$ cat src/rtl/ex_sb_pkg.sv
// Shared types and helpers for the EX hazard scoreboard.
// Slot records carry a fixed-width rd field; RF_AW must not exceed SB_RD_W.
package ex_sb_pkg;

   localparam int SB_RD_W  = 8;
   localparam int FWD_NONE = 0;

   typedef struct packed {
      logic               valid;
      logic [SB_RD_W-1:0] rd;
      logic               wr;
      logic               is_load;
   } sb_slot_t;

   function automatic int fwd_w(input int depth);
      return (depth < 1) ? 1 : $clog2(depth + 1);
   endfunction

endpackage

$ cat src/rtl/sb_src_match.sv
// Per-source RAW match against the checked tracker slots (EX..DEPTH-1).
// Reports any hit, the youngest matching slot and a load-use hit on slot 0.
module sb_src_match
   import ex_sb_pkg::*;
#(
   parameter int RF_AW = 5,
   parameter int DEPTH = 2,
   parameter int FW    = fwd_w(DEPTH)
) (
   input  logic [RF_AW-1:0]       src,
   input  logic                   used,
   input  sb_slot_t [DEPTH-1:0]   slots,
   output logic                   hit,
   output logic [FW-1:0]          idx,
   output logic                   load_use
);

   logic [DEPTH-1:0] match_s;
   logic             unused_s;

   // Per-slot pending-writer match; x0 is never pending
   always_comb begin
      match_s = '0;
      for (int k = 0; k < DEPTH; k++) begin
         match_s[k] = used & slots[k].valid & slots[k].wr &
                      (slots[k].rd != '0) & (slots[k].rd == SB_RD_W'(src));
      end
   end

   // Scan oldest to youngest so the smallest matching index wins
   always_comb begin
      idx = '0;
      for (int k = DEPTH - 1; k >= 0; k--) begin
         idx = match_s[k] ? FW'(k) : idx;
      end
   end

   // Load flags of older slots never matter for a load-use decision
   always_comb begin
      unused_s = 1'b0;
      for (int k = 1; k < DEPTH; k++) begin
         unused_s = unused_s ^ slots[k].is_load;
      end
   end

   assign hit      = |match_s;
   assign load_use = match_s[0] & slots[0].is_load;

endmodule

$ cat src/rtl/ex_hazard_scoreboard.sv
// EX-stage RAW hazard scoreboard: in-flight tracker, ID->EX handshake, stall counter.
// Define EX_FORWARDING_EN to resolve non-load hazards by forwarding instead of stalling.
module ex_hazard_scoreboard
   import ex_sb_pkg::*;
#(
   parameter int RF_AW = 5,
   parameter int DEPTH = 2,
   parameter int CW    = 32
) (
   input  logic                     clk,
   input  logic                     rst_n,
   input  logic                     i_id_valid,
   input  logic [RF_AW-1:0]         i_id_rs1,
   input  logic [RF_AW-1:0]         i_id_rs2,
   input  logic [1:0]               i_id_check_regs,
   input  logic [RF_AW-1:0]         i_id_rd,
   input  logic                     i_id_rd_wr,
   input  logic                     i_id_is_load,
   input  logic                     i_down_ready,
   input  logic                     i_flush,
   output logic                     o_ex_ready,
   output logic                     o_stall,
   output logic [fwd_w(DEPTH)-1:0]  o_fwd_rs1,
   output logic [fwd_w(DEPTH)-1:0]  o_fwd_rs2,
   output logic                     o_issue,
   output logic [CW-1:0]            o_stall_cycles
);

   localparam int FW = fwd_w(DEPTH);

   // The WB slot is write-through and never consulted, so only EX..DEPTH-1 are stored
   sb_slot_t [DEPTH-1:0] slots_r;
   sb_slot_t             cand_s;
   logic                 hit1_s, hit2_s, lu1_s, lu2_s;
   logic [FW-1:0]        idx1_s, idx2_s;
   logic                 hazard_s, accept_s;
   logic [CW-1:0]        cnt_r;

   sb_src_match #(.RF_AW(RF_AW), .DEPTH(DEPTH), .FW(FW)) u_match_rs1 (
      .src(i_id_rs1), .used(i_id_check_regs[0]), .slots(slots_r),
      .hit(hit1_s), .idx(idx1_s), .load_use(lu1_s)
   );

   sb_src_match #(.RF_AW(RF_AW), .DEPTH(DEPTH), .FW(FW)) u_match_rs2 (
      .src(i_id_rs2), .used(i_id_check_regs[1]), .slots(slots_r),
      .hit(hit2_s), .idx(idx2_s), .load_use(lu2_s)
   );

   assign cand_s = '{valid: 1'b1, rd: SB_RD_W'(i_id_rd), wr: i_id_rd_wr, is_load: i_id_is_load};

`ifdef EX_FORWARDING_EN
   logic [FW-1:0] fwd1_r, fwd2_r;

   assign hazard_s = lu1_s | lu2_s;

   // Forward selects: producer moves one slot as the consumer enters EX
   always_ff @(posedge clk or negedge rst_n) begin
      if (!rst_n) begin
         fwd1_r <= FW'(FWD_NONE);
         fwd2_r <= FW'(FWD_NONE);
      end else if (i_down_ready) begin
         fwd1_r <= (accept_s & hit1_s) ? idx1_s + FW'(1) : FW'(FWD_NONE);
         fwd2_r <= (accept_s & hit2_s) ? idx2_s + FW'(1) : FW'(FWD_NONE);
      end else begin
         fwd1_r <= fwd1_r;
         fwd2_r <= fwd2_r;
      end
   end

   assign o_fwd_rs1 = fwd1_r;
   assign o_fwd_rs2 = fwd2_r;
`else
   logic unused_s;

   assign hazard_s  = hit1_s | hit2_s;
   assign unused_s  = ^{idx1_s, idx2_s, lu1_s, lu2_s};
   assign o_fwd_rs1 = FW'(FWD_NONE);
   assign o_fwd_rs2 = FW'(FWD_NONE);
`endif

   assign o_stall        = i_id_valid & hazard_s & ~i_flush;
   assign o_ex_ready     = i_down_ready & ~o_stall & ~i_flush;
   assign accept_s       = i_id_valid & o_ex_ready;
   assign o_issue        = i_down_ready & slots_r[0].valid;
   assign o_stall_cycles = cnt_r;

   // Tracker shift: advances only when downstream accepts, bubble unless a candidate enters
   always_ff @(posedge clk or negedge rst_n) begin
      if (!rst_n) begin
         slots_r <= '0;
      end else if (i_down_ready) begin
         for (int k = DEPTH - 1; k > 0; k--) begin
            slots_r[k] <= slots_r[k-1];
         end
         slots_r[0] <= accept_s ? cand_s : '0;
      end else begin
         slots_r <= slots_r;
      end
   end

   // Saturating count of stall cycles that actually cost a pipeline slot
   always_ff @(posedge clk or negedge rst_n) begin
      if (!rst_n) begin
         cnt_r <= '0;
      end else if (o_stall & i_down_ready & (cnt_r != {CW{1'b1}})) begin
         cnt_r <= cnt_r + CW'(1);
      end else begin
         cnt_r <= cnt_r;
      end
   end

endmodule

$ cat config.mk
export PLATFORM = sky130hd
export DESIGN_NAME = ex_hazard_scoreboard
export DESIGN_NICKNAME = d
export VERILOG_FILES = /design/src/rtl/ex_sb_pkg.sv /design/src/rtl/sb_src_match.sv /design/src/rtl/ex_hazard_scoreboard.sv
export SDC_FILE = /design/constraint.sdc
export NUM_CORES = 1
export LEC_CHECK = 0
export CAP_MARGIN = 0
export CORE_ASPECT_RATIO = 1.2
export CORE_MARGIN = 3
export CORE_UTILIZATION = 50
export DETAILED_ROUTE_END_ITERATION = 8
export GPL_TIMING_DRIVEN = 0
export PLACE_DENSITY = 0.88
export SLEW_MARGIN = 20
export SYNTH_ARGS = -nofsm -noshare
export SYNTH_HDL_FRONTEND = slang
export SYNTH_HIERARCHICAL = 1
export SYNTH_SLANG_ARGS = --single-unit
$ cat constraint.sdc
create_clock -name clk -period 4.45 [get_ports clk]
set_clock_uncertainty 0.2 [all_clocks]
set_input_delay 0.89 -clock clk [delete_from_list [all_inputs] [get_ports clk]]
set_output_delay 0.89 -clock clk [all_outputs]
set_load 0.005 [all_outputs]
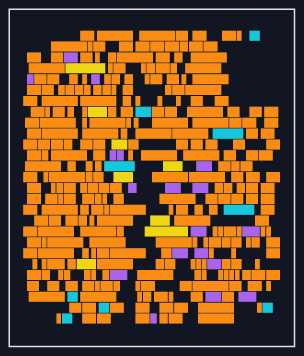
Figure 1: drive-strength map.
(4 px per um)
legend:
  x6 and larger:
    colour: yellow
    cells: 8
    most_used: clkbuf_8
  x1 and smaller:
    colour: orange
    cells: 285
    most_used: clkdlybuf4s50_1
  x2:
    colour: purple
    cells: 18
    most_used: mux2_2
  x3 and x4:
    colour: cyan
    cells: 9
    most_used: buf_4
Setup WS post-layout: 192.3 ps
number of signal-net buffers in the layout: 68
layout-stage area growth over the synthesis result: 32.48%
final cell area excluding filler cells: 0.003353 mm2

==> flow_metrics.rpt <==
=== SYNTHESIS / PLACE & ROUTE SUMMARY ===
----------------------------------------------------
[Run status]
  Run status ........................ finished clean

[Setup path]
  Worst-path fanout max ........................ 4
  Required time reported for the critical path endpoint ........................ ~3400 ps
  Endpoint class of the critical path ........................ output port

[Finish]
  Leading cell type in the layout, fill and taps excluded ........................ sky130_fd_sc_hd__clkdlybuf4s50_1
  Share of cells above drive strength 1 ........................ 0.1094

[CTS]
  Cts repair resizes ........................ 0
  Hold bufs inserted after CTS ........................ 0

[GRT]
  Number of antenna violations at the first check in global routing ........................ 0

[Power]
  Pwr dens ........................ approximately 250 mW/mm2

[Floorplan]
  Overall die width ........................ ~70 um
  Effective utilization at floorplan ........................ 0.5352

[Route]
  Wire per inst ........................ around 16 um
  TritonRoute pass-1 iters ........................ 6
  Wire length after detailed routing ........................ between 5 and 6 mm

[Placement]
  Routability-driven placement congestion ratio ........................ around 0.83
  Detailed Place HPWL ........................ 4.536 mm

[Timing]
  Transition time of the tightest slew-check pin ........................ 614.6 ps
  Final setup violation count ........................ 0

[Synth]
  Area of the mapped netlist ........................ roughly 0.0025 mm2

----------------------------------------------------
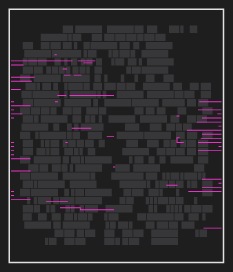
Figure 2: signal wires on met3.
(3 px per um) Cells faint in the background.
nets with wire on the layer: 47
main direction: horizontal
wire length on this layer: 251 um

[state kept, by name, summed over array words and instances, names as in the netlist]
signal,cells
slots_r,14
o_stall_cycles,32
[stage by stage]
step,area [um2],hold slack [ps]
6_report,3353,301.0
5_1_grt,3353,328.5
4_1_cts,3353,299.9
3_5_place_dp,3243,288.1
3_3_place_gp,3221,283.2
2_1_floorplan,2587,259.1
[metal layers]
metal	share of wire	up-vias
met5	0	-
met4	0.021	0
met3	0.042	12
met2	0.51	60
met1	0.43	994
li1	-	1005
[path summary, 6_finish.rpt]
check	endpoint	slack, ps
max	o_ex_ready	190
min	o_stall_cycles[28]	300
max reg2reg	o_stall_cycles[14]	1290
min reg2reg	o_stall_cycles[28]	300
max in group asynchronous	slots_r[15]	3140
min in group asynchronous	o_stall_cycles[30]	390
[area by class of cell]
cell class	count	area [um2]
buffer	11	67.56
clock buffer	6	72.57
clock inverter	2	37.54
fill	371	1376
inverter	4	15.01
multi-input combinational	194	1354
sequential	46	1151
tap	58	72.57
timing repair buffer	57	583.1
[where the power goes]
part	leakage [nW]	internal, mW	switching, mW
combinational	0.841	0.0457	0.0393
sequential	0.625	0.426	0.0129
clock	0.0514	0.168	0.139
[worst max-delay path: stages]
cell                              delay, ps
sky130_fd_sc_hd__clkdlybuf4s50_1        530
sky130_fd_sc_hd__xor2_1                 240
sky130_fd_sc_hd__nor4_4                  80
sky130_fd_sc_hd__o2111ai_1              100
sky130_fd_sc_hd__nand2_1                 70
sky130_fd_sc_hd__o21ai_0                440
sky130_fd_sc_hd__nor2_1                 110
sky130_fd_sc_hd__nor2_1                 170
sky130_fd_sc_hd__clkdlybuf4s50_1        530
Power is estimated from default activity; no workload was simulated.
